`src/rtl/dm_bus_arbiter.sv`:
```
// dm_bus_arbiter: shares the data-memory port between the CPU (m0) and an aux master (m1); ARB_ROUND_ROBIN_EN selects round-robin.
// Grant and forwarding are combinational, read data returns 1 cycle later; no request buffering, masters hold req until gnt.
module dm_bus_arbiter #(
   parameter int AW         = 32,
   parameter int DW         = 32,
   parameter int STARVE_MAX = 4
) (
   input  logic          clk,
   input  logic          reset,
   input  logic          m0_req,
   input  logic          m0_lock,
   input  logic [AW-1:0] m0_addr,
   input  logic [DW-1:0] m0_wdata,
   input  logic [3:0]    m0_byteen,
   output logic          m0_gnt,
   output logic          m0_rvalid,
   output logic [DW-1:0] m0_rdata,
   input  logic          m1_req,
   input  logic [AW-1:0] m1_addr,
   input  logic [DW-1:0] m1_wdata,
   input  logic [3:0]    m1_byteen,
   output logic          m1_gnt,
   output logic          m1_rvalid,
   output logic [DW-1:0] m1_rdata,
   output logic [AW-1:0] mem_addr,
   output logic [DW-1:0] mem_wdata,
   output logic [3:0]    mem_byteen,
   output logic          mem_re,
   input  logic [DW-1:0] mem_rdata
);

   logic lock_owner;
   logic rd_m0;
   logic rd_m1;
   logic g0;
   logic g1;

`ifdef ARB_ROUND_ROBIN_EN
   // last_gnt=1 means m1 was granted most recently, so m0 wins the next conflict
   logic last_gnt;

   always_comb begin
      g0 = 1'b0;
      g1 = 1'b0;
      if (reset) begin
         if (lock_owner && m0_req) begin
            g0 = 1'b1;
         end else if (m0_req && m1_req) begin
            g0 = last_gnt;
            g1 = ~last_gnt;
         end else begin
            g0 = m0_req;
            g1 = m1_req;
         end
      end
   end

   always_ff @(posedge clk or negedge reset) begin
      if (!reset) begin
         last_gnt <= 1'b1;
      end else if (g0) begin
         last_gnt <= 1'b0;
      end else if (g1) begin
         last_gnt <= 1'b1;
      end
   end
`else
   logic [3:0] starve_cnt;
   logic       starved;

   assign starved = (starve_cnt == 4'(STARVE_MAX));

   always_comb begin
      g0 = 1'b0;
      g1 = 1'b0;
      if (reset) begin
         if (lock_owner && m0_req) begin
            g0 = 1'b1;
         end else if (starved && m1_req) begin
            g1 = 1'b1;
         end else if (m0_req) begin
            g0 = 1'b1;
         end else begin
            g1 = m1_req;
         end
      end
   end

   always_ff @(posedge clk or negedge reset) begin
      if (!reset) begin
         starve_cnt <= 4'd0;
      end else if (m1_req && !g1) begin
         if (!starved) starve_cnt <= starve_cnt + 4'd1;
      end else begin
         starve_cnt <= 4'd0;
      end
   end
`endif

   // Lock and read-return tracking
   always_ff @(posedge clk or negedge reset) begin
      if (!reset) begin
         lock_owner <= 1'b0;
         rd_m0      <= 1'b0;
         rd_m1      <= 1'b0;
      end else begin
         if (!m0_lock || !m0_req) begin
            lock_owner <= 1'b0;
         end else if (g0) begin
            lock_owner <= 1'b1;
         end
         rd_m0 <= g0 & (m0_byteen == 4'd0);
         rd_m1 <= g1 & (m1_byteen == 4'd0);
      end
   end

   assign m0_gnt = g0;
   assign m1_gnt = g1;

   // AND-OR muxing keeps a non-granted master's inputs off the memory bus
   assign mem_addr   = ({AW{g0}} & m0_addr)   | ({AW{g1}} & m1_addr);
   assign mem_wdata  = ({DW{g0}} & m0_wdata)  | ({DW{g1}} & m1_wdata);
   assign mem_byteen = ({4{g0}}  & m0_byteen) | ({4{g1}}  & m1_byteen);
   assign mem_re     = (g0 & (m0_byteen == 4'd0)) | (g1 & (m1_byteen == 4'd0));

   assign m0_rvalid = rd_m0;
   assign m1_rvalid = rd_m1;
   assign m0_rdata  = {DW{rd_m0}} & mem_rdata;
   assign m1_rdata  = {DW{rd_m1}} & mem_rdata;

endmodule

```
`config.mk`:
```
export PLATFORM = sky130hd
export DESIGN_NAME = dm_bus_arbiter
export DESIGN_NICKNAME = d
export VERILOG_FILES = /design/src/rtl/dm_bus_arbiter.sv
export SDC_FILE = /design/constraint.sdc
export NUM_CORES = 1
export LEC_CHECK = 0
export CELL_PAD_IN_SITES_DETAIL_PLACEMENT = 0
export CELL_PAD_IN_SITES_GLOBAL_PLACEMENT = 1
export CORE_MARGIN = 2
export CORE_UTILIZATION = 11
export DETAILED_ROUTE_END_ITERATION = 8
export GPL_ROUTABILITY_DRIVEN = 0
export GPL_TIMING_DRIVEN = 0
export PLACE_DENSITY_LB_ADDON = 0.12
export SLEW_MARGIN = 5
export SYNTH_ARGS = -nofsm -noshare
export SYNTH_HDL_FRONTEND = slang
export SYNTH_SLANG_ARGS = --single-unit
```
`constraint.sdc`:
```
create_clock -name clk -period 2.67 [get_ports clk]
set_input_delay 0.801 -clock clk [delete_from_list [all_inputs] [get_ports clk]]
set_output_delay 0.801 -clock clk [all_outputs]
set_load 0.05 [all_outputs]
```
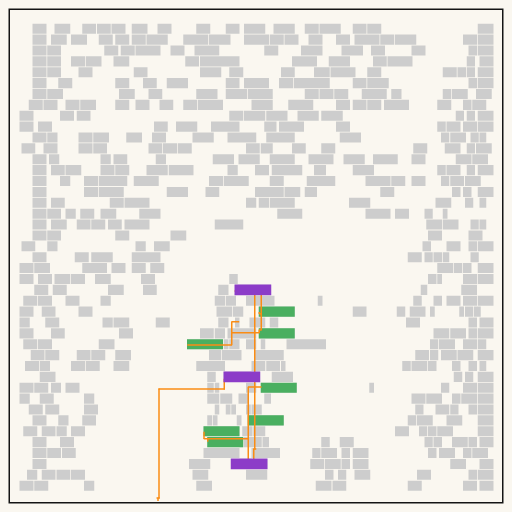
Run 1: clock distribution
Scale: 4 px per micron.
[green] flip-flops | count: 7
[purple] cells driving clock nets | count: 3
[orange] clock wires | length: 176 microns
routed clock nets: 4

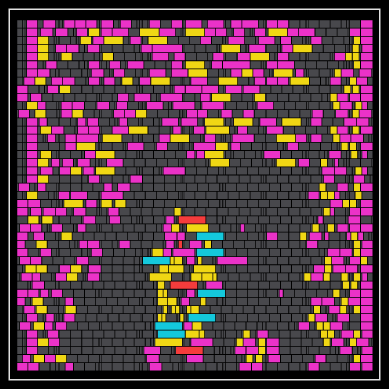
Run 1: cell classes on the final placement
Scale: 3 px per micron. Fill, decap, tap and diode cells in gray.
| color | class | cells | share of their area |
|---|---|---|---|
| magenta | other buffers and delay cells | 350 | 67% |
| red | clock drivers and dummy loads | 4 | 1.4% |
| yellow | all other logic | 167 | 28% |
| cyan | flops | 7 | 3.1% |
flop share of the area: 0.0299
Final Instance Area: 5860 sq um

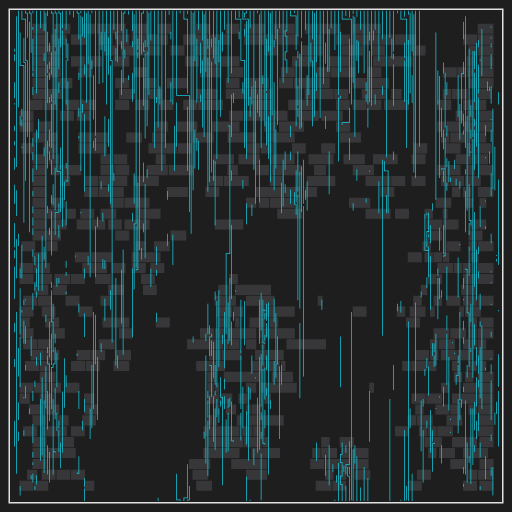
Run 1: metal 2
Scale: 4 px per micron.
longest straight run: 70.5 microns
nets with wire on the layer: 631
met2 GRT Util: 0.299
Routed WL: 12300 microns
vias: 2945

==> impl_metrics.json, run 1 <==
{
  "cts_max_path_buffers": 2,
  "layout_setup_ws_ns": -0.151,
  "insertion_delay_ns": 0.23,
  "ys_cells": 194,
  "io_pins": 310,
  "cts-htree-levels": 1,
  "antenna_found_initial": 1,
  "net-switching-power_w": 0.000568,
  "edf_count": 0,
  "top_cell": "a22o_1",
  "die_w_microns": 123,
  "dieHeight_microns": 123,
  "grtUsageTotal": 0.142,
  "crit_fanout": 8,
  "wl_per_cell_microns": 17.4,
  "core_area_sq_um": 13900,
  "period_needed_ns": 2.82,
  "start_kind": "flop",
  "cts_sinks": 7,
  "grt_pass1_wl_microns": 16300,
  "synth_cells": 194,
  "rsz0062_at_grt": "true",
  "finalNetCount": 704,
  "top_area_frac": 0.377,
  "post-dp-hpwl_microns": 10400,
  "clockRootBuffer": "clkbuf_16",
  "synth.area.top_cells": "a22o_1 (38%), and2_1 (27%), dfrtp_1 (11%), buf_6 (5.8%), clkbuf_1 (2.7%)",
  "async_reset_ff_frac": 1.00,
  "yosysSeqAreaShare": 0.112,
  "worstPathArrival_ns": 2.02,
  "setup_viol": 68,
  "drt_iter0_markers": 24,
  "seqPwrFrac": 0.085,
  "area_growth_pct": 276,
  "crit_type": "reg2out",
  "synth_area_per_cell_sq_um": 8.03,
  "warnings": 30,
  "synth.cells.most_frequent": "a22o_1 (67), and2_1 (66), clkbuf_1 (11), buf_6 (8), dfrtp_1 (7)",
  "final_core_util": 0.422,
  "first_global_vias": 2928,
  "routed_via_density": 4.15,
  "hold_path_class": "in2async",
  "combPwrFrac": 0.734,
  "power_density_nw_per_um2": 246,
  "detail-route-antenna-nets": 0,
  "finalMaxSlewViolations": 0,
  "cts_buffers": 3,
  "grt_max_degree": 11,
  "period_used_share": 1.06,
  "p_int_w": 0.000872,
  "p_clk_frac": 0.181,
  "post-cts-setup-buffers": 12,
  "ys.flop_type": "dfrtp_1",
  "rows": 43,
  "synth.distinct_cells": 29,
  "max_clock_freq_mhz": 355,
  "grt.overflow.total": 0,
  "path_clk_slew_ns": 0.04,
  "netlist_area_sq_um": 1560,
  "cts_hold_buf": 0,
  "required_ns": 1.87,
  "ys.flops": 7,
  "cts_resized": 755,
  "violations": "setup timing",
  "yosysTopAreaCell": "a22o_1",
  "fp_util": 0.112,
  "leakage_nw": 2.52,
  "syn_nets": 369,
  "yosys_warnings": 0,
  "hold_violations": 0,
  "cap_violations": 0,
  "yosys_area_sq_um": 1560,
  "ir_drop_uv": 112,
  "status": "complete, but fails checks",
  "fillers": 1385,
  "cts_tree": "yes",
  "die_area_sq_um": 15100,
  "dr.pass1.iters": 4,
  "layout-drive-gt1-share": 0.487,
  "io_buffers": 309
}
==> run 1: area by class of cell <==
type / instances / area, sq um / area share
buffer: 20 / 195 / 0.0333
clock buffer: 4 / 78.8 / 0.0134
antenna: 1 / 2.50 / 0.000427
inverter: 4 / 17.5 / 0.00299
sequential: 7 / 175 / 0.0299
timing repair buffer: 330 / 3580 / 0.611
multi-input combinational: 163 / 1590 / 0.271
tap: 180 / 225 / 0.0384
==> run 1: per-stage QoR <==
stage,cells,hold WS (ns),cell area [sq um],worst slack (ns),setup TNS (ns)
after floorplan,194,0.505,1680,-0.0939,-0.212
after global placement,683,0.529,4990,-1.86,-147.96
after detailed placement,683,0.536,4990,-1.87,-148.11
after CTS,701,0.390,5640,-0.131,-5.76
after global routing,709,0.367,5860,-0.226,-12.11
final,709,0.361,5860,-0.151,-6.88
==> run 1: layer usage <==
metal / global-route usage / wire length [microns] / vias to the layer above
li1: - / - / 1398
met1: 0.133 / 3800 / 1341
met2: 0.299 / 7000 / 193
met3: 0.0364 / 1280 / 13
met4: 0.0376 / 250 / 0
met5: 0 / 0 / -
==> run 1: power groups by stage <==
stage	logic (W)	registers [W]	clock network (W)
3_3_place_gp	0.000887	0.000124	0
4_1_cts	0.00101	0.000122	0.000265
6_report	0.00106	0.000122	0.000261
2_1_floorplan	0.000441	0.000123	0
3_5_place_dp	0.000889	0.000124	0
5_1_grt	0.00110	0.000123	0.000271
==> run 1: cells in the final DEF (no fill, tap or decap), types with 2 or more instances in the layout <==
| cell type | count |
|---|---|
| clkbuf_1 | 7 |
| clkbuf_4 | 5 |
| clkdlybuf4s50_1 | 164 |
| clkdlybuf4s15_1 | 3 |
| buf_8 | 34 |
| dlygate4sd2_1 | 4 |
| a22o_4 | 29 |
| buf_6 | 30 |
| buf_16 | 2 |
| clkdlybuf4s15_2 | 57 |
| nor2_1 | 3 |
| o32ai_1 | 2 |
| dfrtp_1 | 7 |
| a22o_2 | 39 |
| buf_12 | 10 |
| clkbuf_2 | 7 |
| clkbuf_16 | 4 |
| nand2_1 | 5 |
| inv_2 | 2 |
| and2_1 | 65 |
| buf_4 | 27 |
==> run 1: path summary, 6_finish.rpt <==
path                                from  slack, ns       endpoint  cells past startpoint
setup / recovery           starve_cnt[0]      -0.15  mem_wdata[24]                      9
hold / removal                     reset       0.36  starve_cnt[1]                      1
setup reg to reg           starve_cnt[0]       1.06      m1_rvalid                      8
hold reg to reg            starve_cnt[0]       0.59  starve_cnt[0]                      3
max in group asynchronous          reset       2.19      m1_rvalid                      1
min in group clk           starve_cnt[0]       0.59  starve_cnt[0]                      3
==> run 1: sequential cells by signal, indices dropped and copies added (netlist names) <==
name and cells:
starve_cnt 4, lock_owner 1, m0_rvalid 1, m1_rvalid 1
==> run 1: worst max-delay path, stage by stage, from the launching register on <==
cell and delay, ns:
dfrtp_1 0.38, inv_2 0.09, ha_4 0.16, and3b_2 0.20, a21o_1 0.18, inv_4 0.08
buf_12 0.15, clkbuf_16 0.15, a22o_4 0.25, buf_8 0.15
==> run 1: cell families after synthesis <==
group | synth area share
simple gates | 0.325
buf+inv | 0.0972
flops | 0.112
mux | 0.00643
fa+ha+maj | 0.0161
compound gates | 0.438
xor+xnor | 0.00562
==> run 2, diff against run 1 <==
==> constraint.sdc (replaced) <==
create_clock -name clk -period 2.67 [get_ports clk]
set_input_delay 0.801 -clock clk [delete_from_list [all_inputs] [get_ports clk]]
set_output_delay 0.801 -clock clk [all_outputs]
set_load 0.01 [all_outputs]
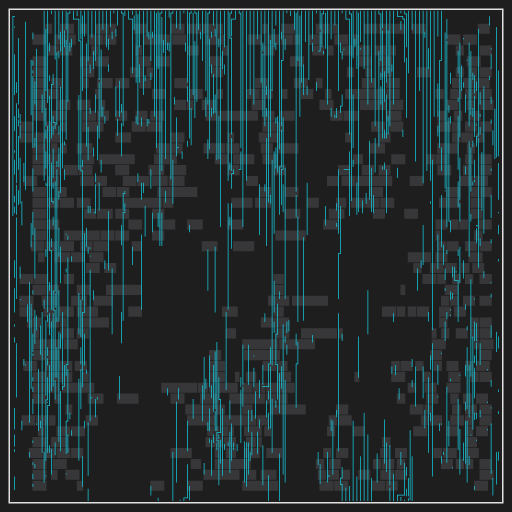
Run 2: metal 2
Scale: 4 px per micron.
nets with wire on the layer: 620
main direction: vertical

==> run 2 against run 1 <==
Effect of this change: critical path depth shrank 1; die size is the same; first-iteration DRC count went up to 3.0 times the previous value; clock skew up 0.0036 ns; final area fell by 9.4%; critical endpoint is now mem_wdata[16]; the flow still finishes with violations (setup timing); synthesized cell count stayed put; clock power fell by 2%; combinational power fell by 32%.
==> impl_metrics.json, run 2 <==
{
  "status": "complete, but fails checks",
  "violations": "setup timing",
  "required_ns": 1.87,
  "crit_fanout": 5,
  "crit_type": "in2out",
  "cts_buffers": 3,
  "path_clk_slew_ns": 0.04,
  "rrSetupSlack_ns": 0.98,
  "die_area_sq_um": 15100,
  "rsz0062_at_grt": "true",
  "dr.pass1.iters": 4,
  "synth.cells.most_frequent": "a22o_1 (67), and2_1 (66), clkbuf_1 (11), buf_6 (8), dfrtp_1 (7)",
  "period_needed_ns": 2.79,
  "syn_nets": 369,
  "start_kind": "input port",
  "routed_via_density": 4.05,
  "max_clock_freq_mhz": 359,
  "io_pins": 310,
  "wl_per_cell_microns": 17.2,
  "logic_area_sq_um": 1290,
  "regMostFlops": "starve_cnt",
  "clockRootBuffer": "clkbuf_16",
  "cts_tree": "yes",
  "async_reset_ff_frac": 1.00,
  "grt.overflow.total": 0,
  "adder_share": 0.0161,
  "fillers": 1498,
  "drt_iter0_markers": 72,
  "hold_violations": 0,
  "insertion_delay_ns": 0.23,
  "mux_area_frac": 0.00643,
  "worstPathArrival_ns": 1.99,
  "aoi_share": 0.438,
  "layout_setup_ws_ns": -0.118,
  "routed_wl_microns": 12400,
  "warnings": 29,
  "yosys_warnings": 0,
  "yosysTopAreaCell": "a22o_1",
  "dr_total_vias": 2920,
  "layout-drive-gt1-share": 0.261,
  "period_used_share": 1.04,
  "synth.area.top_cells": "a22o_1 (38%), and2_1 (27%), dfrtp_1 (11%), buf_6 (5.8%), clkbuf_1 (2.7%)",
  "cts-htree-levels": 1,
  "setup_viol": 59,
  "largest_reg_flops": 4,
  "cap_violations": 0,
  "dpl_worst_slack_ns": -1.63,
  "yosysSeqAreaShare": 0.112,
  "flop_area_sq_um": 175,
  "synth_cells": 194,
  "first_global_vias": 2877,
  "xor_area_frac": 0.00562,
  "cts_sinks": 7,
  "r2r_cells": 9,
  "power_density_nw_per_um2": 208,
  "dieHeight_microns": 123,
  "netlist_area_sq_um": 1560,
  "synth.distinct_cells": 29,
  "hold_path_class": "in2async",
  "antenna_found_initial": 0,
  "die_w_microns": 123,
  "tns_ns": -3.71,
  "cp_slowest_cell": "a211oi_4",
  "ys.flop_type": "dfrtp_1",
  "logic_family": "AND-OR/OR-AND gates",
  "grt_pass1_wl_microns": 16300,
  "yosys_area_sq_um": 1560
}
## run 2: cell counts after synthesis
No cell type changed its count.
## run 2: report_power, final
| part | switching [W] | internal [W] | leakage (nW) | total, W |
|---|---|---|---|---|
| clock | 0.0000583 | 0.000199 | 0.0382 | 0.000257 |
| sequential | 0.00000772 | 0.000114 | 0.0950 | 0.000122 |
| combinational | 0.000248 | 0.000476 | 2.53 | 0.000724 |
| total | 0.000314 | 0.000789 | 2.66 | 0.00110 |
## run 2: per-stage QoR
stage,util,cells,power (W),area [sq um]
floorplan,-,194,0.000311,1560
global placement,0.351,683,0.000764,4880
detailed placement,0.351,683,0.000767,4880
CTS,0.366,707,0.00106,5080
global route,0.383,721,0.00116,5310
finish,0.383,721,0.00110,5310
## run 2: critical path: cells and delay by family
kind	cells	cell delay [ns]
AOI/OAI and AO/OA	2	0.41
buffers and inverters	5	0.63
and+or+nand+nor	1	0.14
## run 2: repair_timing
item | 4_1_cts | 5_1_grt
pin swaps | 25 | 8
endpoints found under the setup margin | 138 | 71
buffers inserted | 12 | 10
hold buffers | 0 | 0
gates cloned | 8 | 4
gates resized | 441 | 45
## run 2: worst max path at each step
stage | startpoint | to | slack, ns | depth (start not counted)
2_1_floorplan | m1_req | mem_byteen[0] | 0.11 | 5
3_3_place_gp | reset | mem_addr[8] | -1.65 | 6
3_5_place_dp | reset | mem_addr[8] | -1.63 | 6
4_1_cts | m0_req | mem_wdata[16] | -0.12 | 8
5_1_grt | m0_req | mem_wdata[16] | -0.16 | 8
6_report | m0_req | mem_wdata[16] | -0.12 | 8
## run 2: kinds of logic after synthesis
family | after synthesis
adders and majority gates | 2
buffers and inverters | 24
and+or+nand+nor | 82
AOI/OAI and AO/OA | 77
muxes | 1
xor gates and xnor gates | 1
DFF | 7
## run 2: routing by layer
layer | GRT usage | routed length, microns | vias to the layer above
met4 | 0.0305 | 195 | 0
met2 | 0.291 | 6790 | 190
met5 | 0 | 0 | -
met1 | 0.136 | 4030 | 1290
met3 | 0.0415 | 1360 | 10
li1 | - | - | 1430
## run 2: area by class of cell
cell class                      instances  share of cell area
Timing Repair inverter                  1             0.00212
Timing Repair Buffer                  342               0.616
Clock buffer                            4              0.0148
Inverter                                4             0.00424
Buffer                                 20              0.0441
Sequential cell                         7              0.0330
Tap cell                              180              0.0424
Multi-Input combinational cell        163               0.244
==> run 3, diff against run 2 <==
--- a/config.mk
+++ b/config.mk
@@ -9,10 +9,13 @@
 export CELL_PAD_IN_SITES_GLOBAL_PLACEMENT = 1
 export CORE_MARGIN = 2
 export CORE_UTILIZATION = 11
+export CTS_BUF_LIST = sky130_fd_sc_hd__clkbuf_8 sky130_fd_sc_hd__clkbuf_16
 export DETAILED_ROUTE_END_ITERATION = 8
 export GPL_ROUTABILITY_DRIVEN = 0
 export GPL_TIMING_DRIVEN = 0
 export PLACE_DENSITY_LB_ADDON = 0.12
+export REMOVE_ABC_BUFFERS = 1
+export SKIP_CTS_REPAIR_TIMING = 1
 export SLEW_MARGIN = 5
 export SYNTH_ARGS = -nofsm -noshare
 export SYNTH_HDL_FRONTEND = slang
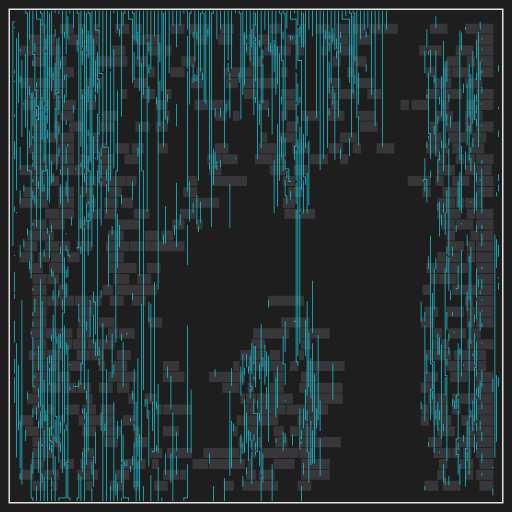
Run 3: metal 2
Scale: 4 px per micron.
wire length on this layer: 7210 microns
longest straight run: 69.5 microns
nets with wire on the layer: 627

==> run 3 against run 2 <==
Effect of this change: synthesized cell count is the same; sequential cell count is the same; die size is the same; via count grew 0.89%; global-route usage shrank 1.5 points; the flow still finishes with violations (setup timing).
==> impl_metrics.json, run 3 <==
{
  "final_core_util": 0.395,
  "hold_violations": 0,
  "fillers": 1447,
  "drt_iter0_markers": 35,
  "start_kind": "input port",
  "synth.area.top_cells": "a22o_1 (38%), and2_1 (27%), dfrtp_1 (11%), buf_6 (5.8%), clkbuf_1 (2.7%)",
  "status": "complete, but fails checks",
  "dieHeight_microns": 123,
  "finalMaxSlewViolations": 0,
  "period_used_share": 1.11,
  "netlist_area_sq_um": 1560,
  "drc_errors": 0,
  "warnings": 27,
  "ys.flop_type": "dfrtp_1",
  "setup_viol": 67,
  "cap_violations": 0,
  "cts_buffers": 3,
  "logic_area_sq_um": 1300,
  "routed_via_density": 4.17,
  "dr.pass1.iters": 4,
  "aoi_share": 0.438,
  "grt.overflow.total": 0,
  "first_global_vias": 2615,
  "required_ns": 1.87,
  "antenna_found_initial": 0,
  "wl_per_cell_microns": 18.2,
  "xor_area_frac": 0.00562,
  "yosysSeqAreaShare": 0.112,
  "crit_fanout": 7,
  "cts_tree": "yes",
  "period_needed_ns": 2.97,
  "path_clk_slew_ns": 0.04,
  "yosys_area_sq_um": 1560,
  "die_area_sq_um": 15100,
  "largest_reg_flops": 4,
  "insertion_delay_ns": 0.24,
  "adder_share": 0.0161,
  "worstPathArrival_ns": 2.17,
  "synth.cells.most_frequent": "a22o_1 (67), and2_1 (66), clkbuf_1 (11), buf_6 (8), dfrtp_1 (7)",
  "combPwrFrac": 0.650,
  "rsz0062_at_grt": "true",
  "layout_setup_ws_ns": -0.299,
  "flop_area_sq_um": 178,
  "seqPwrFrac": 0.114,
  "yosysTopAreaCell": "a22o_1",
  "cp-startpoint": "m0_req",
  "cts_sinks": 7,
  "yosys_warnings": 0,
  "hold_path_class": "in2async",
  "max_clock_freq_mhz": 337,
  "violations": "setup timing",
  "crit_type": "in2out",
  "p_clk_frac": 0.236,
  "die_w_microns": 123,
  "synth.distinct_cells": 29,
  "p_sw_frac": 0.298,
  "async_reset_ff_frac": 1.00,
  "tns_ns": -11.32,
  "clockRootBuffer": "clkbuf_16",
  "regMostFlops": "starve_cnt",
  "power_density_nw_per_um2": 200,
  "mux_area_frac": 0.00643,
  "layout-drive-gt1-share": 0.252,
  "dr_total_vias": 2946,
  "synth_cells": 194,
  "net-switching-power_w": 0.000326,
  "grt_pass1_wl_microns": 14500,
  "cts-htree-levels": 1,
  "io_pins": 310,
  "routed_wl_microns": 12800
}
-- run 3: cell counts after synthesis --
No cell type changed its count.
-- run 3: through the flow --
| step | std cells | area [sq um] | setup slack (ns) | total power, W | hold slack (ns) |
|---|---|---|---|---|---|
| floorplan | 174 | 1420 | -0.904 | 0.000295 | 0.505 |
| global placement | 663 | 4740 | -3.07 | 0.000747 | 0.532 |
| finish | 707 | 5490 | -0.299 | 0.00110 | 0.358 |
| detailed placement | 666 | 4800 | -1.84 | 0.000758 | 0.545 |
| global route | 707 | 5490 | -0.346 | 0.00115 | 0.363 |
| CTS | 670 | 4880 | -1.83 | 0.00102 | 0.553 |
-- run 3: cells by family (layout without fill, tap and decap cells) --
group | after synthesis | after routing
AOI/OAI and AO/OA | 77 | 77
xor gates and xnor gates | 1 | 1
adders and majority gates | 2 | 2
buffers and inverters | 24 | 357
DFF | 7 | 7
muxes | 1 | 1
and+or+nand+nor | 82 | 82
-- run 3: layer usage --
layer	global-route usage	routed length (microns)
met1	0.109	4000
met2	0.276	7210
met3	0.0420	1470
met4	0.0199	162
met5	0	0
-- run 3: worst paths after layout --
check                                     end  slack [ns]  cells after the start
worst max-delay path              mem_addr[9]       -0.30                      9
worst min-delay path                m0_rvalid        0.36                      1
worst max register to register  starve_cnt[2]        1.04                      8
worst min register to register  starve_cnt[0]        0.59                      2
max in group asynchronous           m1_rvalid        2.18                      1
min in group clk                starve_cnt[0]        0.59                      2
-- run 3: power by group through the flow --
stage / Sequential (W) / Combinational, W / Clock, W
3_3_place_gp: 0.000126 / 0.000621 / 0
3_5_place_dp: 0.000126 / 0.000631 / 0
5_1_grt: 0.000125 / 0.000754 / 0.000268
4_1_cts: 0.000125 / 0.000634 / 0.000258
6_report: 0.000125 / 0.000712 / 0.000259
2_1_floorplan: 0.000123 / 0.000172 / 0
-- run 3: layout make-up --
type,count,share of cell area
repair buffers,344,0.656
flip-flops and latches,7,0.0324
repair inverters,5,0.0121
inverters,4,0.00752
clock buffers,3,0.0137
well taps,180,0.0410
clock inverters,1,0.000684
multi-input cells,163,0.237
-- run 3: worst max-delay path, cell delays in order --
cell,delay [ns]
buf_8,0.10
and2_4,0.14
a211oi_4,0.28
buf_12,0.17
buf_12,0.12
clkbuf_16,0.15
clkbuf_16,0.14
a22o_1,0.13
buf_2,0.13
Power is estimated from default activity; no workload was simulated.
